--- src/rtl/ft245_uart_pkg.sv ---
// rtl/ft245_uart_pkg.sv - shared UART state type and default parameters for the FT245 bridge
package ft245_uart_pkg;

  typedef enum logic [1:0] {
    ST_IDLE,
    ST_START,
    ST_DATA,
    ST_STOP
  } uart_state_t;

  localparam int DIV_DEFAULT   = 26;
  localparam int DEPTH_DEFAULT = 16;
  localparam int CNT_W         = 12;

endpackage

--- src/rtl/sync_fifo.sv ---
// rtl/sync_fifo.sv - single-clock FIFO with wrap-bit pointers and a combinational head
module sync_fifo #(
  parameter int WIDTH = 8,
  parameter int DEPTH = 16
) (
  input  logic             clk,
  input  logic             reset,
  input  logic             push,
  input  logic [WIDTH-1:0] push_data,
  input  logic             pop,
  output logic [WIDTH-1:0] head,
  output logic             full,
  output logic             empty
);

  localparam int AW = $clog2(DEPTH);

  logic [WIDTH-1:0] mem [DEPTH];
  logic [AW:0]      wptr;
  logic [AW:0]      rptr;
  logic             do_push;
  logic             do_pop;

  assign empty   = (wptr == rptr);
  assign full    = (wptr[AW] != rptr[AW]) && (wptr[AW-1:0] == rptr[AW-1:0]);
  assign do_pop  = pop && !empty;
  // A pop in the same clock frees the slot, so a push into a full FIFO still lands.
  assign do_push = push && (!full || do_pop);
  assign head    = mem[rptr[AW-1:0]];

  always_ff @(posedge clk) begin
    if (reset) begin
      wptr <= '0;
      rptr <= '0;
    end else begin
      if (do_push) wptr <= wptr + 1'b1;
      if (do_pop)  rptr <= rptr + 1'b1;
    end
  end

  always_ff @(posedge clk) begin
    if (do_push) mem[wptr[AW-1:0]] <= push_data;
  end

endmodule

--- src/rtl/ft245_uart_bridge.sv ---
// rtl/ft245_uart_bridge.sv - FT245-style CPU FIFO port over a UART; FT245_UART_BRIDGE_LOOPBACK_EN feeds TX back into RX
module ft245_uart_bridge
  import ft245_uart_pkg::*;
#(
  parameter int DIV   = DIV_DEFAULT,
  parameter int DEPTH = DEPTH_DEFAULT
) (
  input  logic       clk,
  input  logic       reset,
  input  logic [7:0] d_in,
  output logic [7:0] d_out,
  output logic       d_oe,
  input  logic       rd_n,
  input  logic       wr,
  output logic       rdf_n,
  output logic       txe_n,
  input  logic       uart_rx,
  output logic       uart_tx,
  output logic       rx_overrun
);

  localparam logic [CNT_W-1:0] BIT_END  = CNT_W'(DIV - 1);
  localparam logic [CNT_W-1:0] HALF_END = CNT_W'(DIV / 2 - 1);

  logic rd_s1, rd_s2, rd_d;
  logic wr_s1, wr_s2, wr_d;
  logic rx_s1, rx_s2, rx_d;
  logic rx_line;
  logic [7:0] hold;
  logic cpu_pop, cpu_push;

  logic tx_full, tx_empty, tx_pop, tx_bit_end;
  logic rx_full, rx_empty, rx_push, rx_bit_end;
  logic [7:0] tx_head, rx_head;

  uart_state_t      tx_state, rx_state;
  logic [CNT_W-1:0] tx_cnt, rx_cnt;
  logic [2:0]       tx_bit, rx_bit;
  logic [7:0]       tx_sh, rx_sh;

  always_ff @(posedge clk) begin
    if (reset) begin
      {rd_s1, rd_s2, rd_d} <= 3'b111;
      {wr_s1, wr_s2, wr_d} <= 3'b000;
      {rx_s1, rx_s2, rx_d} <= 3'b111;
      hold <= 8'h00;
    end else begin
      {rd_s1, rd_s2, rd_d} <= {rd_n, rd_s1, rd_s2};
      {wr_s1, wr_s2, wr_d} <= {wr, wr_s1, wr_s2};
      {rx_s1, rx_s2}       <= {uart_rx, rx_s1};
      rx_d                 <= rx_line;
      if (wr_s2) hold <= d_in;
    end
  end

`ifdef FT245_UART_BRIDGE_LOOPBACK_EN
  assign rx_line = uart_tx;
`else
  assign rx_line = rx_s2;
`endif

  assign cpu_pop  = rd_s2 && !rd_d;
  assign cpu_push = !wr_s2 && wr_d;
  assign d_oe     = !rd_n;
  assign d_out    = rx_empty ? 8'h00 : rx_head;

  sync_fifo #(.WIDTH(8), .DEPTH(DEPTH)) u_tx_fifo (
    .clk(clk), .reset(reset), .push(cpu_push), .push_data(hold),
    .pop(tx_pop), .head(tx_head), .full(tx_full), .empty(tx_empty)
  );

  sync_fifo #(.WIDTH(8), .DEPTH(DEPTH)) u_rx_fifo (
    .clk(clk), .reset(reset), .push(rx_push), .push_data(rx_sh),
    .pop(cpu_pop), .head(rx_head), .full(rx_full), .empty(rx_empty)
  );

  assign tx_bit_end = (tx_cnt == BIT_END);
  // The last STOP clock reloads directly so consecutive frames have no idle gap.
  assign tx_pop = !tx_empty && ((tx_state == ST_IDLE) || (tx_state == ST_STOP && tx_bit_end));

  always_ff @(posedge clk) begin
    if (reset) begin
      tx_state <= ST_IDLE;
      tx_cnt   <= '0;
      tx_bit   <= '0;
      tx_sh    <= 8'h00;
      uart_tx  <= 1'b1;
    end else begin
      uart_tx <= (tx_state == ST_START) ? 1'b0 : (tx_state == ST_DATA) ? tx_sh[0] : 1'b1;
      if (tx_pop) begin
        tx_state <= ST_START;
        tx_sh    <= tx_head;
        tx_cnt   <= '0;
      end else begin
        case (tx_state)
          ST_START: begin
            tx_cnt <= tx_bit_end ? '0 : tx_cnt + 1'b1;
            if (tx_bit_end) begin
              tx_state <= ST_DATA;
              tx_bit   <= '0;
            end
          end
          ST_DATA: begin
            tx_cnt <= tx_bit_end ? '0 : tx_cnt + 1'b1;
            if (tx_bit_end) begin
              tx_sh  <= {1'b0, tx_sh[7:1]};
              tx_bit <= tx_bit + 1'b1;
              if (tx_bit == 3'd7) tx_state <= ST_STOP;
            end
          end
          ST_STOP: begin
            tx_cnt <= tx_bit_end ? '0 : tx_cnt + 1'b1;
            if (tx_bit_end) tx_state <= ST_IDLE;
          end
          default: tx_cnt <= '0;
        endcase
      end
    end
  end

  assign rx_bit_end = (rx_cnt == BIT_END);
  assign rx_push    = (rx_state == ST_STOP) && rx_bit_end && rx_line;

  always_ff @(posedge clk) begin
    if (reset) begin
      rx_state   <= ST_IDLE;
      rx_cnt     <= '0;
      rx_bit     <= '0;
      rx_sh      <= 8'h00;
      rx_overrun <= 1'b0;
      rdf_n      <= 1'b1;
      txe_n      <= 1'b0;
    end else begin
      rdf_n <= rx_empty;
      txe_n <= tx_full;
      if (rx_push && rx_full && !cpu_pop) rx_overrun <= 1'b1;
      case (rx_state)
        ST_IDLE: begin
          rx_cnt <= '0;
          if (rx_d && !rx_line) rx_state <= ST_START;
        end
        ST_START: begin
          // Half a bit in: a line already back high was only a glitch.
          if (rx_cnt == HALF_END) begin
            rx_cnt   <= '0;
            rx_bit   <= '0;
            rx_state <= rx_line ? ST_IDLE : ST_DATA;
          end else begin
            rx_cnt <= rx_cnt + 1'b1;
          end
        end
        ST_DATA: begin
          rx_cnt <= rx_bit_end ? '0 : rx_cnt + 1'b1;
          if (rx_bit_end) begin
            rx_sh  <= {rx_line, rx_sh[7:1]};
            rx_bit <= rx_bit + 1'b1;
            if (rx_bit == 3'd7) rx_state <= ST_STOP;
          end
        end
        default: begin
          rx_cnt <= rx_bit_end ? '0 : rx_cnt + 1'b1;
          if (rx_bit_end) rx_state <= ST_IDLE;
        end
      endcase
    end
  end

endmodule
--- config.mk ---
export PLATFORM = sky130hd
export DESIGN_NAME = ft245_uart_bridge
export DESIGN_NICKNAME = d
export VERILOG_FILES = /design/src/rtl/ft245_uart_pkg.sv /design/src/rtl/sync_fifo.sv /design/src/rtl/ft245_uart_bridge.sv
export SDC_FILE = /design/constraint.sdc
export NUM_CORES = 1
export LEC_CHECK = 0
export CORE_ASPECT_RATIO = 0.6
export CORE_MARGIN = 4
export CORE_UTILIZATION = 62
export DETAILED_ROUTE_END_ITERATION = 12
export GPL_TIMING_DRIVEN = 1
export PLACE_DENSITY = 0.84
export SETUP_SLACK_MARGIN = 0.2
export SLEW_MARGIN = 0
export SYNTH_ARGS = -nofsm -noshare
export SYNTH_HDL_FRONTEND = slang
export SYNTH_SLANG_ARGS = --single-unit
--- constraint.sdc ---
create_clock -name clk -period 3.4 [get_ports clk]
set_input_delay 0.68 -clock clk [delete_from_list [all_inputs] [get_ports clk]]
set_output_delay 0.68 -clock clk [all_outputs]
set_load 0.03 [all_outputs]
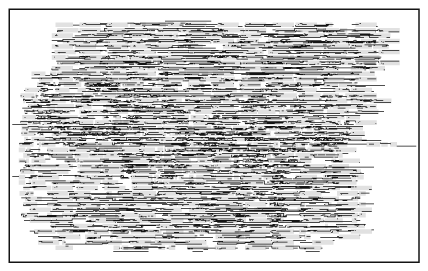
Fig. 1. The metal 1 layer (run 1).
Scale: 2 px per µm.
nets with wire on the layer: 951
share of all routed wire: 42%
main direction: horizontal
longest straight run: 54.3 µm

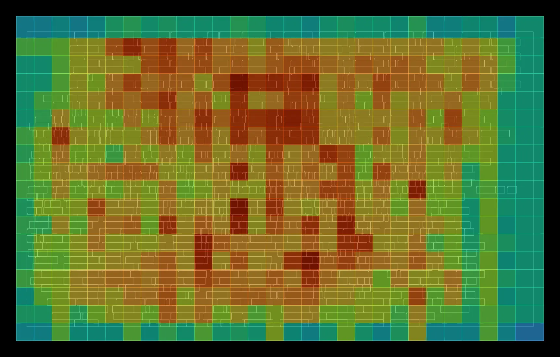
Fig. 2. Routing congestion (run 1).
global-route met3 utilization: 6.886%
met2 track demand over resource: 35.23%
Layout Utilization: 72.67%
overall global routing resource usage: 24.75%
WL/cell: 24.58 µm

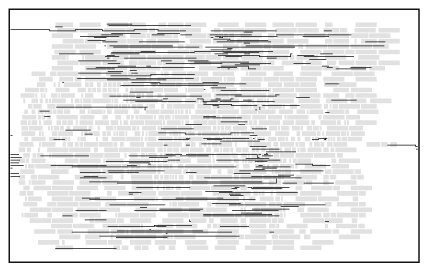
Fig. 3. Signal wires on met3 (run 1).
Scale: 2 px per µm.
wire length on this layer: 3870 µm
nets with wire on the layer: 162
share of all routed wire: 12%

==> run summary, run 1 <==
Status on the layout run. The critical path is of the reg -> out type. Per the timing report, the achievable frequency comes out to 309.3 MHz. Adding up every negative setup slack in the final design gives 0 ns. In the final design database the tool counted 1002 nets. At the pin with the least slew margin, the transition time is 0.9076 ns.

According to the floorplan report, the placeable core area is 22390 µm². Initial antenna violation count landed at 0. In the final report, the number of pins over their slew limit comes to 0. In the Yosys stats the netlist draws on 62 distinct library cells. Input and output buffers added on the ports amount to 25. Relative area change from synthesis to final layout landed at 13.64%. Power density relative to cell area landed at 571.7 nW/µm².

The longest clock path from root to sink contains 3 buffers. Among the stages of the critical path, the cell type that occurs most often is sky130_fd_sc_hd__mux4_2. Cell area reported after detailed placement landed at 15040 µm². Number of logic stages on the critical path including buffering landed at 6. Clock skew after layout landed at 0.009253 ns. The finished cells cover 16270 µm². Counting the fill cells in the layout gives 1352. Count of nets left with antenna violations after detail routing landed at 0. Along the critical path, the tally of buffer and inverter instances is 3. Internal power comes to 7.243 mW. The later pin in the worst-skew pair is clocked with a latency of 0.55 ns. Switching power landed at 2.057 mW. Sequential fraction of the synthesis area landed at 67.55%.

Flip-flop and latch count after synthesis landed at 355. Path depth of the worst reg2reg path landed at 6. The number of cells reported by Yosys stat comes to 913.

CTS built an H-tree with a depth of 1. Among logic cells in the layout, the one with the most instances is sky130_fd_sc_hd__edfxtp_1. Power share of the sequential group landed at 51.3%. According to the dpl log, the detail-placed design has an HPWL of 19.56 mm.

In this run the critical path is formed by buf_12 > buf_16 > mux4_2 > mux4_2 > nor2b_2 > buf_6. Clock edge transition at the registers on the reported setup and hold paths landed at 0.07 ns. Looking at area per cell type in the netlist, the leader is sky130_fd_sc_hd__edfxtp_1. The switching portion of total power comes to 22.12%. Number of primary I/O pins landed at 26. The synthesis report lists the Yosys warning total as 0. Average cell area after synthesis landed at 15.68 µm². TritonCTS built the clock tree.

Count of max-cap constraint violations landed at 0. According to the timing report, the arrival time at the worst endpoint equals 2.55 ns. After detailed routing, the total wire length is 31.84 mm.

Core utilization before placement landed at 63.94%. When the netlist entered floorplanning its net count stood at 952. Data required time of the critical path landed at 2.72 ns. Largest net degree at the start of global routing landed at 33.

Endpoints with negative setup slack in the final report add up to 0. In this run the VDD rail shows a maximum IR drop of 0.0004179 V. Chip area line of the yosys report landed at 14310 µm². Flop-to-flop setup slack landed at 0.54 ns. By instance count after routing, the leading logic cell types are sky130_fd_sc_hd__edfxtp_1 (256), sky130_fd_sc_hd__dfxtp_1 (97), sky130_fd_sc_hd__nor2_1 (86). TritonCTS reports the number of clock sinks as 355. For this run, asynchronously set or reset flops after synthesis account for 0%. Leakage power of the design landed at 5.455 nW.

After layout, the worst setup slack is 0.1672 ns. Cells with a size suffix above 1 make up 17.63% of the layout. The worst-case max-slew headroom was logged as 39.46%. The final antenna diode tally reported by the flow is 0. Count of placed standard cells in the final layout, fillers left out landed at 1295. In this run, the number of DRC markers left after iteration 0 of detailed routing was 1097.

Per the synth stats, the flop cell with the highest instance count is sky130_fd_sc_hd__edfxtp_1. The worst hold path begins at rx_s1$_SDFF_PP1_. Die boundary width landed at 204.2 µm. In this run the biggest area consumer among cell types represents 53.70% of the synthesized area.

Final critical path time including I/O delays and setup landed at 3.233 ns. After technology mapping, the gate count stands at 913. Warnings raised by the tools during the run amount to 43.

After detailed placement, the design holds a cell count of 1234. The flow ran to the end, and the final reports show no timing, DRC or antenna violations. The congestion estimate from routability-driven global placement came to 0.8164. Number of buffers created by CTS landed at 30. Cell area after technology mapping landed at 14310 µm². Yosys mapped a number of flops with a built-in enable equal to 256. Cell row count landed at 42. The script parses the final routing iteration and logs DRC violations as 0. Global route total overflow landed at 0.

Overall power consumption after layout is estimated at 9.300 mW. In this run the critical register-to-register path is launched from tx_cnt[5]$_SDFF_PP0_. Combinational fraction of design power landed at 8.6%.

Setup repair after global routing could not meet its margin everywhere. STA classifies the critical path startpoint as a register. Worst hold slack across all endpoints landed at 0.4198 ns.
[run 1: synth_stat cells, drive strengths merged (2+ instances only)]
cell type / instances
nor2: 87
nor2b: 24
ha: 26
a2111oi: 6
clkbuf: 23
and2: 6
mux2i: 51
nand2: 28
nor3: 11
a31oi: 2
mux2: 3
or2: 5
a21oi: 10
a211oi: 6
mux4: 58
dfxtp: 99
nor4: 4
xor2: 15
xnor2: 28
nand2b: 4
or4b: 2
inv: 23
or3: 5
and2b: 2
a22oi: 7
buf: 19
o22ai: 2
o21ai: 19
nand3: 4
and3: 27
a221o: 7
edfxtp: 256
a221oi: 15
or4: 2
nand4: 6
o2111ai: 4
and4: 3
[run 1: layer usage]
metal	GRT usage, %	wire length, µm
met4	4.567	523
met2	35.23	13920
met5	0	0
met1	39.18	13530
met3	6.886	3870
[run 1: layout make-up]
class | count | share of cell area, %
Timing Repair Buffer | 60 | 3.853
Inverter | 23 | 0.5307
Tap cell | 308 | 2.369
Multi-Input combinational cell | 493 | 27.14
Sequential cell | 355 | 59.47
Clock inverter | 14 | 1.361
Clock buffer | 42 | 5.276
[run 1: worst min-delay path by stage]
| stage | end | slack (ns) |
|---|---|---|
| finish | rx_line$_SDFF_PP1_ | 0.42 |
| floorplan | rd_s2$_SDFF_PP1_ | 0.39 |
| CTS | rx_line$_SDFF_PP1_ | 0.42 |
| global placement | rd_s2$_SDFF_PP1_ | 0.39 |
| detailed placement | rd_s2$_SDFF_PP1_ | 0.40 |
| global route | rx_line$_SDFF_PP1_ | 0.43 |
[run 1: power groups by stage]
stage | sequential, mW | combinational, mW | clock, mW
floorplan | 4.80 | 0.619 | 0
global placement | 4.86 | 0.748 | 0
detailed placement | 4.87 | 0.767 | 0
CTS | 4.77 | 0.783 | 3.74
global route | 4.78 | 0.858 | 3.96
finish | 4.77 | 0.803 | 3.73
[run 1: logic make-up after synthesis]
group / share of synthesized area (%)
AND-OR/OR-AND: 4.764
XOR/XNOR: 2.631
adder cells (fa/ha/maj): 2.273
buffers and inverters: 1.853
flip-flops: 67.55
multiplexers: 12.93
AND/OR/NAND/NOR: 8.006
[run 1: registers in the layout (all words and copies together) (netlist names), 3 cells and up, named ones only]
name            cells
u_rx_fifo.wptr      5
tx_bit              3
u_tx_fifo.wptr      5
rx_sh               8
rx_cnt             12
tx_cnt             12
hold                8
u_tx_fifo.rptr      5
u_rx_fifo.rptr      5
u_tx_fifo.mem     128
tx_sh               8
u_rx_fifo.mem     128
rx_bit              3
[run 1: what timing repair did]
action                                 4_1_cts  5_1_grt
endpoints found under the hold margin        0        0
resized                                     50       16
hold buffers                                 0        0
buffers inserted                             2        0
setup endpoints to repair                    8        8
pin swaps                                    0        0
gates cloned                                 2        1
Fig. 4: run 1, met4 routing
Scale: 2 px per µm.
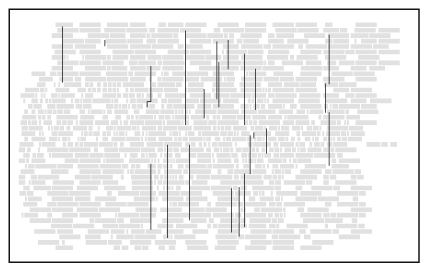

## Run 2: what changed since run 1
--- a/config.mk
+++ b/config.mk
@@ -10,6 +10,7 @@
 export CORE_UTILIZATION = 62
 export DETAILED_ROUTE_END_ITERATION = 12
 export GPL_TIMING_DRIVEN = 1
+export MAX_ROUTING_LAYER = met4
 export PLACE_DENSITY = 0.84
 export SETUP_SLACK_MARGIN = 0.2
 export SLEW_MARGIN = 0
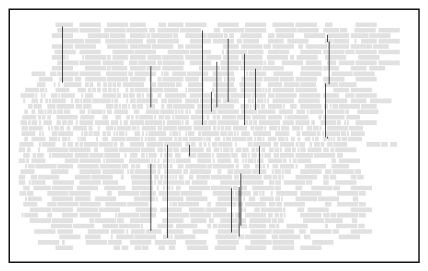
Fig. 5. Met4 routing (run 2).
Scale: 2 px per µm.
main direction: vertical
wire length on this layer: 437 µm
share of all routed wire: 1.4%
nets with wire on the layer: 11
longest straight run: 46.9 µm

==> run summary, run 2 <==
Status on the layout run. Half-perimeter wire length of the detailed placement result landed at 19.56 mm (unchanged). The setup total negative slack was 0 ns (unchanged). By instance count after routing, the leading logic cell types are sky130_fd_sc_hd__edfxtp_1 (256), sky130_fd_sc_hd__dfxtp_1 (97), sky130_fd_sc_hd__nor2_1 (86). In the synthesized netlist the dominant register cell turns out to be sky130_fd_sc_hd__edfxtp_1. The worst voltage drop across the vdd grid is 0.0004193 V (+0.34%). The count of max-cap constraint violations came to 0 (unchanged). The fraction of final layout cells sized beyond drive strength 1 is 17.63% (unchanged). Sequential fraction of the synthesis area landed at 67.55% (unchanged). The count of port buffers added during placement is 25 (unchanged). Traced cell by cell, the critical path runs through buf_12 > buf_12 > mux4_2 > mux4_2 > nor2b_4 > buf_6. By startpoint and endpoint, the worst setup path is classified as reg -> out. The data required time of the critical path was 2.72 ns (about the same). Number of diodes added for antenna fixing landed at 0 (unchanged). The cell total in the yosys stat output is 913 (unchanged). Number of nets in the synthesized netlist landed at 952 (unchanged). Sorting the Yosys area breakdown by cell type puts at the top sky130_fd_sc_hd__edfxtp_1. The fraction of synthesized cell area taken by the top area cell type came to 53.70% (unchanged). Count of placed standard cells in the final layout, fillers left out landed at 1295 (unchanged). TritonCTS built the clock tree. The library cell used most frequently in the layout, excluding fill and tap cells, is sky130_fd_sc_hd__edfxtp_1. The max-slew headroom at the worst pin came to 42.61% (+3.2 points). The number of max-slew violations in the final report came to 0 (unchanged). The number of buffer and inverter stages on the critical path was 3 (unchanged). Number of logged tool warnings landed at 43 (unchanged). The final worst-path setup slack was 0.1650 ns (-0.002189 ns).

The buffer levels on the longest clock path was 3 (unchanged). The initial antenna violation count was 0 (unchanged). The flow ran to the end, and the final reports show no timing, DRC or antenna violations. The global route total overflow is 0 (unchanged). The maximum operating frequency came to 309.1 MHz (about the same). The placeable core region came to 22390 µm² (unchanged).

The clock edge transition at the registers on the reported setup and hold paths is 0.07 ns (about the same). Setup repair after global routing could not meet its margin everywhere. Flip-flop and latch count after synthesis landed at 355 (unchanged). The insertion delay to the later sink of the worst-skew pair was 0.55 ns (about the same). The number of buffers created by CTS is 30 (unchanged). Share of async-settable or async-resettable flops after synthesis landed at 0% (unchanged).
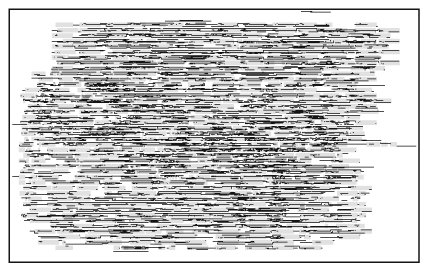
Fig. 6. The metal 1 layer (run 2).
Scale: 2 px per µm.
wire length on this layer: 13800 µm
nets with wire on the layer: 946
longest straight run: 54.3 µm
share of all routed wire: 43%
main direction: horizontal

## run 2: cell counts after synthesis
Identical to the previous run, type by type.
## run 2: final cells by class
type | count | area (µm²)
sequential | 355 | 9674
fill | 1352 | 6118
multi-input combinational | 493 | 4415
clock buffer | 42 | 858.3
timing repair buffer | 60 | 626.9
tap | 308 | 385.4
clock inverter | 14 | 221.5
inverter | 23 | 86.33
## run 2: final timing paths
check / to / slack, ns / depth (start not counted) / from
min: rx_line$_SDFF_PP1_ / 0.42 / 1 / rx_s1$_SDFF_PP1_
min reg2reg: rx_line$_SDFF_PP1_ / 0.42 / 1 / rx_s1$_SDFF_PP1_
max reg2reg: u_tx_fifo.mem[3][0]$_DFFE_PP_ / 0.49 / 6 / tx_cnt[6]$_SDFF_PP0_
max: d_out[0] / 0.16 / 6 / register
## run 2: report_power, final
part	switching (mW)	total [mW]	internal [mW]	leakage, nW
logic	0.444	0.806	0.362	1.75
clock network	1.51	3.73	2.22	0.520
registers	0.106	4.77	4.66	3.19
total	2.06	9.30	7.24	5.46
## run 2: stage by stage
stage	total power, mW	area, µm²
6_report	9.304	16270
3_3_place_gp	5.609	15040
2_1_floorplan	5.416	14320
5_1_grt	9.601	16270
3_5_place_dp	5.635	15040
4_1_cts	9.296	16190
## run 2: cells by family (layout without fill, tap and decap cells)
| group | Yosys count | in the layout |
|---|---|---|
| AOI/OAI and AO/OA | 88 | 88 |
| xor gates and xnor gates | 43 | 43 |
| adders and majority gates | 26 | 26 |
| buffers and inverters | 65 | 139 |
| DFF | 355 | 355 |
| muxes | 112 | 112 |
| and+or+nand+nor | 224 | 224 |
## run 2: layer usage
metal,vias up,track usage [%],share of wire (%),routed length [µm]
met3,42,6.886,12,3763
li1,3609,-,-,-
met5,-,-,0,0
met2,479,35.30,44,13910
met4,0,4.567,1.4,436
met1,4138,39.07,43,13790
## run 2: repair_timing
item | CTS | global route
gates resized | 50 | 16
setup endpoints to repair | 8 | 8
pin swaps | 0 | 0
gates cloned | 2 | 1
buffers inserted | 2 | 0
## run 2: worst reg2reg max path: stages (launching register included)
cell and delay [ns]:
sky130_fd_sc_hd__dfxtp_1 0.38, sky130_fd_sc_hd__nor4_1 0.46, sky130_fd_sc_hd__a41oi_2 0.34, sky130_fd_sc_hd__a31oi_2 0.53
sky130_fd_sc_hd__nand2_1 0.25, sky130_fd_sc_hd__nor3_1 0.42, sky130_fd_sc_hd__buf_4 0.24
Power figures rest on the tool's default switching activity, not on a simulated workload.
